[src/rtl/axi_mmio2lite_if.sv]
// AXI4 MMIO (with IDs/len) and AXI-Lite bus bundles used by
// the MMIO-to-Lite bridge.
interface ofs_fim_axi_mmio_if #(
  parameter int ADDR_W = 18,
  parameter int DATA_W = 64,
  parameter int ID_W   = 9
);
  logic                  awvalid;
  logic                  awready;
  logic [ID_W-1:0]       awid;
  logic [ADDR_W-1:0]     awaddr;
  logic [7:0]            awlen;
  logic [2:0]            awprot;

  logic                  wvalid;
  logic                  wready;
  logic [DATA_W-1:0]     wdata;
  logic [DATA_W/8-1:0]   wstrb;
  logic                  wlast;

  logic                  bvalid;
  logic                  bready;
  logic [ID_W-1:0]       bid;
  logic [1:0]            bresp;

  logic                  arvalid;
  logic                  arready;
  logic [ID_W-1:0]       arid;
  logic [ADDR_W-1:0]     araddr;
  logic [7:0]            arlen;
  logic [2:0]            arprot;

  logic                  rvalid;
  logic                  rready;
  logic [ID_W-1:0]       rid;
  logic [DATA_W-1:0]     rdata;
  logic [1:0]            rresp;
  logic                  rlast;

  modport master (
    output awvalid, awid, awaddr, awlen, awprot,
    input  awready,
    output wvalid, wdata, wstrb, wlast,
    input  wready,
    input  bvalid, bid, bresp,
    output bready,
    output arvalid, arid, araddr, arlen, arprot,
    input  arready,
    input  rvalid, rid, rdata, rresp, rlast,
    output rready
  );

  modport slave (
    input  awvalid, awid, awaddr, awlen, awprot,
    output awready,
    input  wvalid, wdata, wstrb, wlast,
    output wready,
    output bvalid, bid, bresp,
    input  bready,
    input  arvalid, arid, araddr, arlen, arprot,
    output arready,
    output rvalid, rid, rdata, rresp, rlast,
    input  rready
  );
endinterface

interface ofs_fim_axi_lite_if #(
  parameter int ADDR_W = 18,
  parameter int DATA_W = 64
);
  logic                  awvalid;
  logic                  awready;
  logic [ADDR_W-1:0]     awaddr;
  logic [2:0]            awprot;

  logic                  wvalid;
  logic                  wready;
  logic [DATA_W-1:0]     wdata;
  logic [DATA_W/8-1:0]   wstrb;

  logic                  bvalid;
  logic                  bready;
  logic [1:0]            bresp;

  logic                  arvalid;
  logic                  arready;
  logic [ADDR_W-1:0]     araddr;
  logic [2:0]            arprot;

  logic                  rvalid;
  logic                  rready;
  logic [DATA_W-1:0]     rdata;
  logic [1:0]            rresp;

  modport master (
    output awvalid, awaddr, awprot,
    input  awready,
    output wvalid, wdata, wstrb,
    input  wready,
    input  bvalid, bresp,
    output bready,
    output arvalid, araddr, arprot,
    input  arready,
    input  rvalid, rdata, rresp,
    output rready
  );

  modport slave (
    input  awvalid, awaddr, awprot,
    output awready,
    input  wvalid, wdata, wstrb,
    output wready,
    output bvalid, bresp,
    input  bready,
    input  arvalid, araddr, arprot,
    output arready,
    output rvalid, rdata, rresp,
    input  rready
  );
endinterface

[src/rtl/axi_mmio2lite.sv]
// AXI4 MMIO responder re-issuing single beats as AXI-Lite;
// bursts are drained and answered locally with SLVERR.
module axi_mmio2lite #(
  parameter int ADDR_W = 18,
  parameter int DATA_W = 64,
  parameter int ID_W   = 9
) (
  input  logic clk,
  input  logic rst,
  ofs_fim_axi_mmio_if.slave  mmio_if,
  ofs_fim_axi_lite_if.master lite_if
);

  localparam int STRB_W = DATA_W / 8;
  localparam logic [1:0] SLVERR = 2'b10;

  typedef enum logic [2:0] {
    W_IDLE,
    W_DATA,
    W_LITE,
    W_RESP,
    W_DRAIN,
    W_BOUT
  } w_state_t;

  typedef enum logic [2:0] {
    R_IDLE,
    R_LITE,
    R_WAIT,
    R_OUT,
    R_ERR
  } r_state_t;

  w_state_t r_wstate;
  w_state_t w_wnext;
  r_state_t r_rstate;
  r_state_t w_rnext;

  logic              r_awready;
  logic              r_wready;
  logic              r_bvalid;
  logic              r_law_valid;
  logic              r_lw_valid;
  logic              r_lb_ready;
  logic              r_aw_done;
  logic              r_w_done;
  logic [ID_W-1:0]   r_awid;
  logic [ADDR_W-1:0] r_awaddr;
  logic [2:0]        r_awprot;
  logic [DATA_W-1:0] r_wdata;
  logic [STRB_W-1:0] r_wstrb;
  logic [1:0]        r_bresp;

  logic              r_arready;
  logic              r_rvalid;
  logic              r_rlast;
  logic              r_lar_valid;
  logic              r_lr_ready;
  logic [7:0]        r_cnt;
  logic [ID_W-1:0]   r_arid;
  logic [ADDR_W-1:0] r_araddr;
  logic [2:0]        r_arprot;
  logic [DATA_W-1:0] r_rdata;
  logic [1:0]        r_rresp;

  logic       w_aw_hs;
  logic       w_w_hs;
  logic       w_law_hs;
  logic       w_lw_hs;
  logic       w_lb_hs;
  logic       w_b_hs;
  logic       w_aw_done;
  logic       w_w_done;
  logic       w_ar_hs;
  logic       w_lar_hs;
  logic       w_lr_hs;
  logic       w_r_hs;
  logic [7:0] w_cnt_next;

  assign w_aw_hs  = mmio_if.awvalid & r_awready;
  assign w_w_hs   = mmio_if.wvalid & r_wready;
  assign w_law_hs = r_law_valid & lite_if.awready;
  assign w_lw_hs  = r_lw_valid & lite_if.wready;
  assign w_lb_hs  = r_lb_ready & lite_if.bvalid;
  assign w_b_hs   = r_bvalid & mmio_if.bready;

  assign w_ar_hs  = mmio_if.arvalid & r_arready;
  assign w_lar_hs = r_lar_valid & lite_if.arready;
  assign w_lr_hs  = r_lr_ready & lite_if.rvalid;
  assign w_r_hs   = r_rvalid & mmio_if.rready;

  always_ff @(posedge clk) begin
    if (rst) begin
      r_wstate <= W_IDLE;
      r_rstate <= R_IDLE;
    end else begin
      r_wstate <= w_wnext;
      r_rstate <= w_rnext;
    end
  end

  // Lite AW and W complete independently; each done flag
  // lives only while in W_LITE.
  always_comb begin
    w_wnext   = r_wstate;
    w_aw_done = 1'b0;
    w_w_done  = 1'b0;
    unique case (r_wstate)
      W_IDLE: begin
        if (w_aw_hs) begin
          if (mmio_if.awlen == '0) w_wnext = W_DATA;
          else                     w_wnext = W_DRAIN;
        end
      end
      W_DATA: begin
        if (w_w_hs) w_wnext = W_LITE;
      end
      W_LITE: begin
        w_aw_done = r_aw_done | w_law_hs;
        w_w_done  = r_w_done | w_lw_hs;
        if (w_aw_done && w_w_done) w_wnext = W_RESP;
      end
      W_RESP: begin
        if (w_lb_hs) w_wnext = W_BOUT;
      end
      W_DRAIN: begin
        if (w_w_hs && mmio_if.wlast) w_wnext = W_BOUT;
      end
      W_BOUT: begin
        if (w_b_hs) w_wnext = W_IDLE;
      end
      default: w_wnext = W_IDLE;
    endcase
  end

  always_ff @(posedge clk) begin
    if (rst) begin
      r_awready   <= 1'b0;
      r_wready    <= 1'b0;
      r_bvalid    <= 1'b0;
      r_law_valid <= 1'b0;
      r_lw_valid  <= 1'b0;
      r_lb_ready  <= 1'b0;
      r_aw_done   <= 1'b0;
      r_w_done    <= 1'b0;
      r_awid      <= '0;
      r_awaddr    <= '0;
      r_awprot    <= '0;
      r_wdata     <= '0;
      r_wstrb     <= '0;
      r_bresp     <= '0;
    end else begin
      r_awready   <= (w_wnext == W_IDLE);
      r_wready    <= (w_wnext == W_DATA) ||
                     (w_wnext == W_DRAIN);
      r_law_valid <= (w_wnext == W_LITE) && !w_aw_done;
      r_lw_valid  <= (w_wnext == W_LITE) && !w_w_done;
      r_lb_ready  <= (w_wnext == W_RESP);
      r_bvalid    <= (w_wnext == W_BOUT);
      r_aw_done   <= w_aw_done;
      r_w_done    <= w_w_done;
      if (w_aw_hs) begin
        r_awid   <= mmio_if.awid;
        r_awaddr <= mmio_if.awaddr;
        r_awprot <= mmio_if.awprot;
      end
      if (w_w_hs && r_wstate == W_DATA) begin
        r_wdata <= mmio_if.wdata;
        r_wstrb <= mmio_if.wstrb;
      end
      if (w_lb_hs) begin
        r_bresp <= lite_if.bresp;
      end else if (r_wstate == W_DRAIN && w_w_hs &&
                   mmio_if.wlast) begin
        r_bresp <= SLVERR;
      end
    end
  end

  // Error bursts count down from arlen; 8 bits covers 256 beats.
  always_comb begin
    w_rnext    = r_rstate;
    w_cnt_next = r_cnt;
    unique case (r_rstate)
      R_IDLE: begin
        if (w_ar_hs) begin
          w_cnt_next = mmio_if.arlen;
          if (mmio_if.arlen == '0) w_rnext = R_LITE;
          else                     w_rnext = R_ERR;
        end
      end
      R_LITE: begin
        if (w_lar_hs) w_rnext = R_WAIT;
      end
      R_WAIT: begin
        if (w_lr_hs) w_rnext = R_OUT;
      end
      R_OUT: begin
        if (w_r_hs) w_rnext = R_IDLE;
      end
      R_ERR: begin
        if (w_r_hs) begin
          if (r_cnt == '0) w_rnext = R_IDLE;
          else             w_cnt_next = r_cnt - 8'd1;
        end
      end
      default: w_rnext = R_IDLE;
    endcase
  end

  always_ff @(posedge clk) begin
    if (rst) begin
      r_arready   <= 1'b0;
      r_rvalid    <= 1'b0;
      r_rlast     <= 1'b0;
      r_lar_valid <= 1'b0;
      r_lr_ready  <= 1'b0;
      r_cnt       <= '0;
      r_arid      <= '0;
      r_araddr    <= '0;
      r_arprot    <= '0;
      r_rdata     <= '0;
      r_rresp     <= '0;
    end else begin
      r_arready   <= (w_rnext == R_IDLE);
      r_lar_valid <= (w_rnext == R_LITE);
      r_lr_ready  <= (w_rnext == R_WAIT);
      r_rvalid    <= (w_rnext == R_OUT) ||
                     (w_rnext == R_ERR);
      r_rlast     <= (w_rnext == R_OUT) ||
                     (w_rnext == R_ERR && w_cnt_next == '0);
      r_cnt       <= w_cnt_next;
      if (w_ar_hs) begin
        r_arid   <= mmio_if.arid;
        r_araddr <= mmio_if.araddr;
        r_arprot <= mmio_if.arprot;
        r_rdata  <= '0;
        r_rresp  <= SLVERR;
      end
      if (w_lr_hs) begin
        r_rdata <= lite_if.rdata;
        r_rresp <= lite_if.rresp;
      end
    end
  end

  assign mmio_if.awready = r_awready;
  assign mmio_if.wready  = r_wready;
  assign mmio_if.bvalid  = r_bvalid;
  assign mmio_if.bid     = r_awid;
  assign mmio_if.bresp   = r_bresp;
  assign mmio_if.arready = r_arready;
  assign mmio_if.rvalid  = r_rvalid;
  assign mmio_if.rid     = r_arid;
  assign mmio_if.rdata   = r_rdata;
  assign mmio_if.rresp   = r_rresp;
  assign mmio_if.rlast   = r_rlast;

  assign lite_if.awvalid = r_law_valid;
  assign lite_if.awaddr  = r_awaddr;
  assign lite_if.awprot  = r_awprot;
  assign lite_if.wvalid  = r_lw_valid;
  assign lite_if.wdata   = r_wdata;
  assign lite_if.wstrb   = r_wstrb;
  assign lite_if.bready  = r_lb_ready;
  assign lite_if.arvalid = r_lar_valid;
  assign lite_if.araddr  = r_araddr;
  assign lite_if.arprot  = r_arprot;
  assign lite_if.rready  = r_lr_ready;

endmodule
[src/flat_wrapper.sv]
// flat-port wrapper written by rule: the top's interface ports become plain ports
module axi_mmio2lite_flat 
#(
  parameter int ADDR_W = 18,
  parameter int DATA_W = 64,
  parameter int ID_W   = 9
)
  (clk, rst, mmio_if_awvalid, mmio_if_awid, mmio_if_awaddr, mmio_if_awlen, mmio_if_awprot, mmio_if_awready, mmio_if_wvalid, mmio_if_wdata, mmio_if_wstrb, mmio_if_wlast, mmio_if_wready, mmio_if_bvalid, mmio_if_bid, mmio_if_bresp, mmio_if_bready, mmio_if_arvalid, mmio_if_arid, mmio_if_araddr, mmio_if_arlen, mmio_if_arprot, mmio_if_arready, mmio_if_rvalid, mmio_if_rid, mmio_if_rdata, mmio_if_rresp, mmio_if_rlast, mmio_if_rready, lite_if_awvalid, lite_if_awaddr, lite_if_awprot, lite_if_awready, lite_if_wvalid, lite_if_wdata, lite_if_wstrb, lite_if_wready, lite_if_bvalid, lite_if_bresp, lite_if_bready, lite_if_arvalid, lite_if_araddr, lite_if_arprot, lite_if_arready, lite_if_rvalid, lite_if_rdata, lite_if_rresp, lite_if_rready);
  ofs_fim_axi_mmio_if #(.ADDR_W(ADDR_W), .DATA_W(DATA_W), .ID_W(ID_W)) mmio_if_i ();
  ofs_fim_axi_lite_if #(.ADDR_W(ADDR_W), .DATA_W(DATA_W)) lite_if_i ();
  input  logic clk;
  input  logic rst;
  input wire logic [$bits(mmio_if_i.awvalid)-1:0] mmio_if_awvalid;
  input wire logic [$bits(mmio_if_i.awid)-1:0] mmio_if_awid;
  input wire logic [$bits(mmio_if_i.awaddr)-1:0] mmio_if_awaddr;
  input wire logic [$bits(mmio_if_i.awlen)-1:0] mmio_if_awlen;
  input wire logic [$bits(mmio_if_i.awprot)-1:0] mmio_if_awprot;
  output wire logic [$bits(mmio_if_i.awready)-1:0] mmio_if_awready;
  input wire logic [$bits(mmio_if_i.wvalid)-1:0] mmio_if_wvalid;
  input wire logic [$bits(mmio_if_i.wdata)-1:0] mmio_if_wdata;
  input wire logic [$bits(mmio_if_i.wstrb)-1:0] mmio_if_wstrb;
  input wire logic [$bits(mmio_if_i.wlast)-1:0] mmio_if_wlast;
  output wire logic [$bits(mmio_if_i.wready)-1:0] mmio_if_wready;
  output wire logic [$bits(mmio_if_i.bvalid)-1:0] mmio_if_bvalid;
  output wire logic [$bits(mmio_if_i.bid)-1:0] mmio_if_bid;
  output wire logic [$bits(mmio_if_i.bresp)-1:0] mmio_if_bresp;
  input wire logic [$bits(mmio_if_i.bready)-1:0] mmio_if_bready;
  input wire logic [$bits(mmio_if_i.arvalid)-1:0] mmio_if_arvalid;
  input wire logic [$bits(mmio_if_i.arid)-1:0] mmio_if_arid;
  input wire logic [$bits(mmio_if_i.araddr)-1:0] mmio_if_araddr;
  input wire logic [$bits(mmio_if_i.arlen)-1:0] mmio_if_arlen;
  input wire logic [$bits(mmio_if_i.arprot)-1:0] mmio_if_arprot;
  output wire logic [$bits(mmio_if_i.arready)-1:0] mmio_if_arready;
  output wire logic [$bits(mmio_if_i.rvalid)-1:0] mmio_if_rvalid;
  output wire logic [$bits(mmio_if_i.rid)-1:0] mmio_if_rid;
  output wire logic [$bits(mmio_if_i.rdata)-1:0] mmio_if_rdata;
  output wire logic [$bits(mmio_if_i.rresp)-1:0] mmio_if_rresp;
  output wire logic [$bits(mmio_if_i.rlast)-1:0] mmio_if_rlast;
  input wire logic [$bits(mmio_if_i.rready)-1:0] mmio_if_rready;
  output wire logic [$bits(lite_if_i.awvalid)-1:0] lite_if_awvalid;
  output wire logic [$bits(lite_if_i.awaddr)-1:0] lite_if_awaddr;
  output wire logic [$bits(lite_if_i.awprot)-1:0] lite_if_awprot;
  input wire logic [$bits(lite_if_i.awready)-1:0] lite_if_awready;
  output wire logic [$bits(lite_if_i.wvalid)-1:0] lite_if_wvalid;
  output wire logic [$bits(lite_if_i.wdata)-1:0] lite_if_wdata;
  output wire logic [$bits(lite_if_i.wstrb)-1:0] lite_if_wstrb;
  input wire logic [$bits(lite_if_i.wready)-1:0] lite_if_wready;
  input wire logic [$bits(lite_if_i.bvalid)-1:0] lite_if_bvalid;
  input wire logic [$bits(lite_if_i.bresp)-1:0] lite_if_bresp;
  output wire logic [$bits(lite_if_i.bready)-1:0] lite_if_bready;
  output wire logic [$bits(lite_if_i.arvalid)-1:0] lite_if_arvalid;
  output wire logic [$bits(lite_if_i.araddr)-1:0] lite_if_araddr;
  output wire logic [$bits(lite_if_i.arprot)-1:0] lite_if_arprot;
  input wire logic [$bits(lite_if_i.arready)-1:0] lite_if_arready;
  input wire logic [$bits(lite_if_i.rvalid)-1:0] lite_if_rvalid;
  input wire logic [$bits(lite_if_i.rdata)-1:0] lite_if_rdata;
  input wire logic [$bits(lite_if_i.rresp)-1:0] lite_if_rresp;
  output wire logic [$bits(lite_if_i.rready)-1:0] lite_if_rready;
  assign mmio_if_i.awvalid = mmio_if_awvalid;
  assign mmio_if_i.awid = mmio_if_awid;
  assign mmio_if_i.awaddr = mmio_if_awaddr;
  assign mmio_if_i.awlen = mmio_if_awlen;
  assign mmio_if_i.awprot = mmio_if_awprot;
  assign mmio_if_awready = mmio_if_i.awready;
  assign mmio_if_i.wvalid = mmio_if_wvalid;
  assign mmio_if_i.wdata = mmio_if_wdata;
  assign mmio_if_i.wstrb = mmio_if_wstrb;
  assign mmio_if_i.wlast = mmio_if_wlast;
  assign mmio_if_wready = mmio_if_i.wready;
  assign mmio_if_bvalid = mmio_if_i.bvalid;
  assign mmio_if_bid = mmio_if_i.bid;
  assign mmio_if_bresp = mmio_if_i.bresp;
  assign mmio_if_i.bready = mmio_if_bready;
  assign mmio_if_i.arvalid = mmio_if_arvalid;
  assign mmio_if_i.arid = mmio_if_arid;
  assign mmio_if_i.araddr = mmio_if_araddr;
  assign mmio_if_i.arlen = mmio_if_arlen;
  assign mmio_if_i.arprot = mmio_if_arprot;
  assign mmio_if_arready = mmio_if_i.arready;
  assign mmio_if_rvalid = mmio_if_i.rvalid;
  assign mmio_if_rid = mmio_if_i.rid;
  assign mmio_if_rdata = mmio_if_i.rdata;
  assign mmio_if_rresp = mmio_if_i.rresp;
  assign mmio_if_rlast = mmio_if_i.rlast;
  assign mmio_if_i.rready = mmio_if_rready;
  assign lite_if_awvalid = lite_if_i.awvalid;
  assign lite_if_awaddr = lite_if_i.awaddr;
  assign lite_if_awprot = lite_if_i.awprot;
  assign lite_if_i.awready = lite_if_awready;
  assign lite_if_wvalid = lite_if_i.wvalid;
  assign lite_if_wdata = lite_if_i.wdata;
  assign lite_if_wstrb = lite_if_i.wstrb;
  assign lite_if_i.wready = lite_if_wready;
  assign lite_if_i.bvalid = lite_if_bvalid;
  assign lite_if_i.bresp = lite_if_bresp;
  assign lite_if_bready = lite_if_i.bready;
  assign lite_if_arvalid = lite_if_i.arvalid;
  assign lite_if_araddr = lite_if_i.araddr;
  assign lite_if_arprot = lite_if_i.arprot;
  assign lite_if_i.arready = lite_if_arready;
  assign lite_if_i.rvalid = lite_if_rvalid;
  assign lite_if_i.rdata = lite_if_rdata;
  assign lite_if_i.rresp = lite_if_rresp;
  assign lite_if_rready = lite_if_i.rready;
  axi_mmio2lite #(.ADDR_W(ADDR_W), .DATA_W(DATA_W), .ID_W(ID_W)) u_core (.clk(clk), .rst(rst), .mmio_if(mmio_if_i), .lite_if(lite_if_i));
endmodule
[config.mk]
export PLATFORM = sky130hd
export DESIGN_NAME = axi_mmio2lite_flat
export DESIGN_NICKNAME = d
export VERILOG_FILES = /design/src/rtl/axi_mmio2lite_if.sv /design/src/rtl/axi_mmio2lite.sv /design/src/flat_wrapper.sv
export SDC_FILE = /design/constraint.sdc
export NUM_CORES = 1
export LEC_CHECK = 0
export CAP_MARGIN = 20
export CORE_AREA = 2 2 173 175
export CTS_CLUSTER_SIZE = 12
export DETAILED_ROUTE_END_ITERATION = 16
export DIE_AREA = 0 0 175 177
export GPL_TIMING_DRIVEN = 0
export PLACE_DENSITY = 0.71
export SLEW_MARGIN = 20
export SYNTH_ARGS = -nofsm -noshare
export SYNTH_HDL_FRONTEND = slang
export SYNTH_SLANG_ARGS = --single-unit
[constraint.sdc]
create_clock -name clk -period 2.2 [get_ports clk]
set_input_delay 0.44 -clock clk [delete_from_list [all_inputs] [get_ports clk]]
set_output_delay 0.44 -clock clk [all_outputs]
set_load 0.02 [all_outputs]
### Met1 routing

Bar = 50 um. Supply wires on this layer in grey.
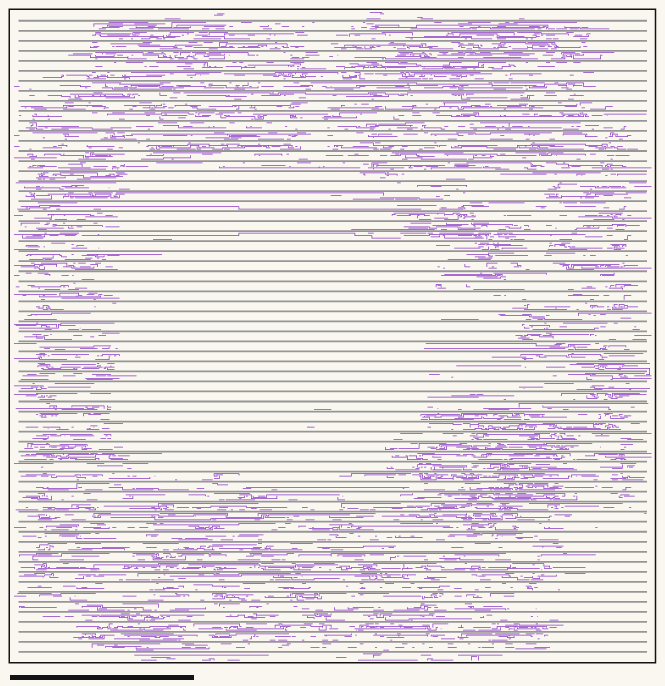
wire length on this layer: 12600 um
longest straight run: 72.7 um
share of all routed wire: 40%
main direction: horizontal
routed wire length: 31290 um
DR vias: 8800
grt met1 use: 0.2227

### Signal wires on met2

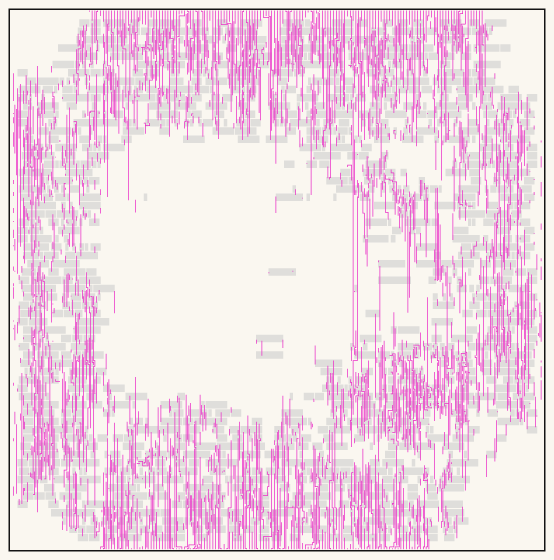
nets with wire on the layer: 1431
main direction: vertical
wire length on this layer: 14900 um
longest straight run: 79.6 um
share of all routed wire: 48%
met2 Use GR: 0.3210

### Metal 3

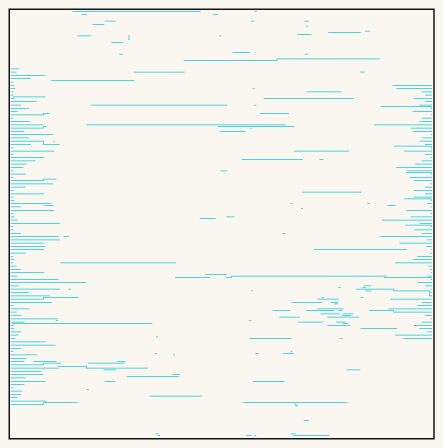
share of all routed wire: 8.5%
main direction: horizontal
wire length on this layer: 2660 um
longest straight run: 82.1 um
met3 usage: 0.05842

==> reports/qor.yml <==
tool_warnings: 28
slew_viol_final: 0
holdPathEnd: "u_core.r_rstate[1]"
top_area_cell: "dfxtp_1"
post_dp_cell_area_um2: 13190
cts-root-buf: "clkbuf_16"
yosys.area_share.xor_xnor: 0.005270
switching_share: 0.2340
tightest_slew_ps: 858.5
r2r_slack_ps: 70
fillCellCount: 2771
wl_met2_um: 14920
outcome: "complete, no violations"
wl_met1_um: 12600
yosysWarnings: 0
setup_viol: 0
seq_power_uw: 4250
grt_start_max_net_pins: 13
port_buffers: 438
p_clk_frac: 0.449
fin_area_um2: 14080
cts_sinks: 227
topCellsByArea: "dfxtp_1 55%, nand2_1 13%, a21oi_1 8.6%, a22oi_1 6.3%, nor2_1 4.4%"
power-top-group: "clock"
syn_to_final_growth_pct: 69.51
required_ps: 1760
worst_setup_path_start_kind: "flip-flop"
power_frac_comb: 0.117
seqCellArea_um2: 4544
antenna_found_initial: 2
rsz0062_at_grt: "true"
stdcell_count: 1871
clkLatencyLatePin_ps: 530
postSynthAreaPerCell_um2: 8.343
highest_layer: "met5"
async_flop_share: 0
sh_comb_area: 0.2411
numCtsBuffers: 26
p_switching_uw: 2295
postLayoutCoreUtil: 0.4816
edf_count: 0
cp_top_family: "buffers and inverters"
fin_skew_ps: 9.881
hold_class: "in -> reg"
place_inst: 1825
place.gp.congestion: 0.9009
synthDistinctLibCells: 61
crit_path_start: "u_core.mmio_if.rvalid"
Power is estimated from default activity; no workload was simulated.
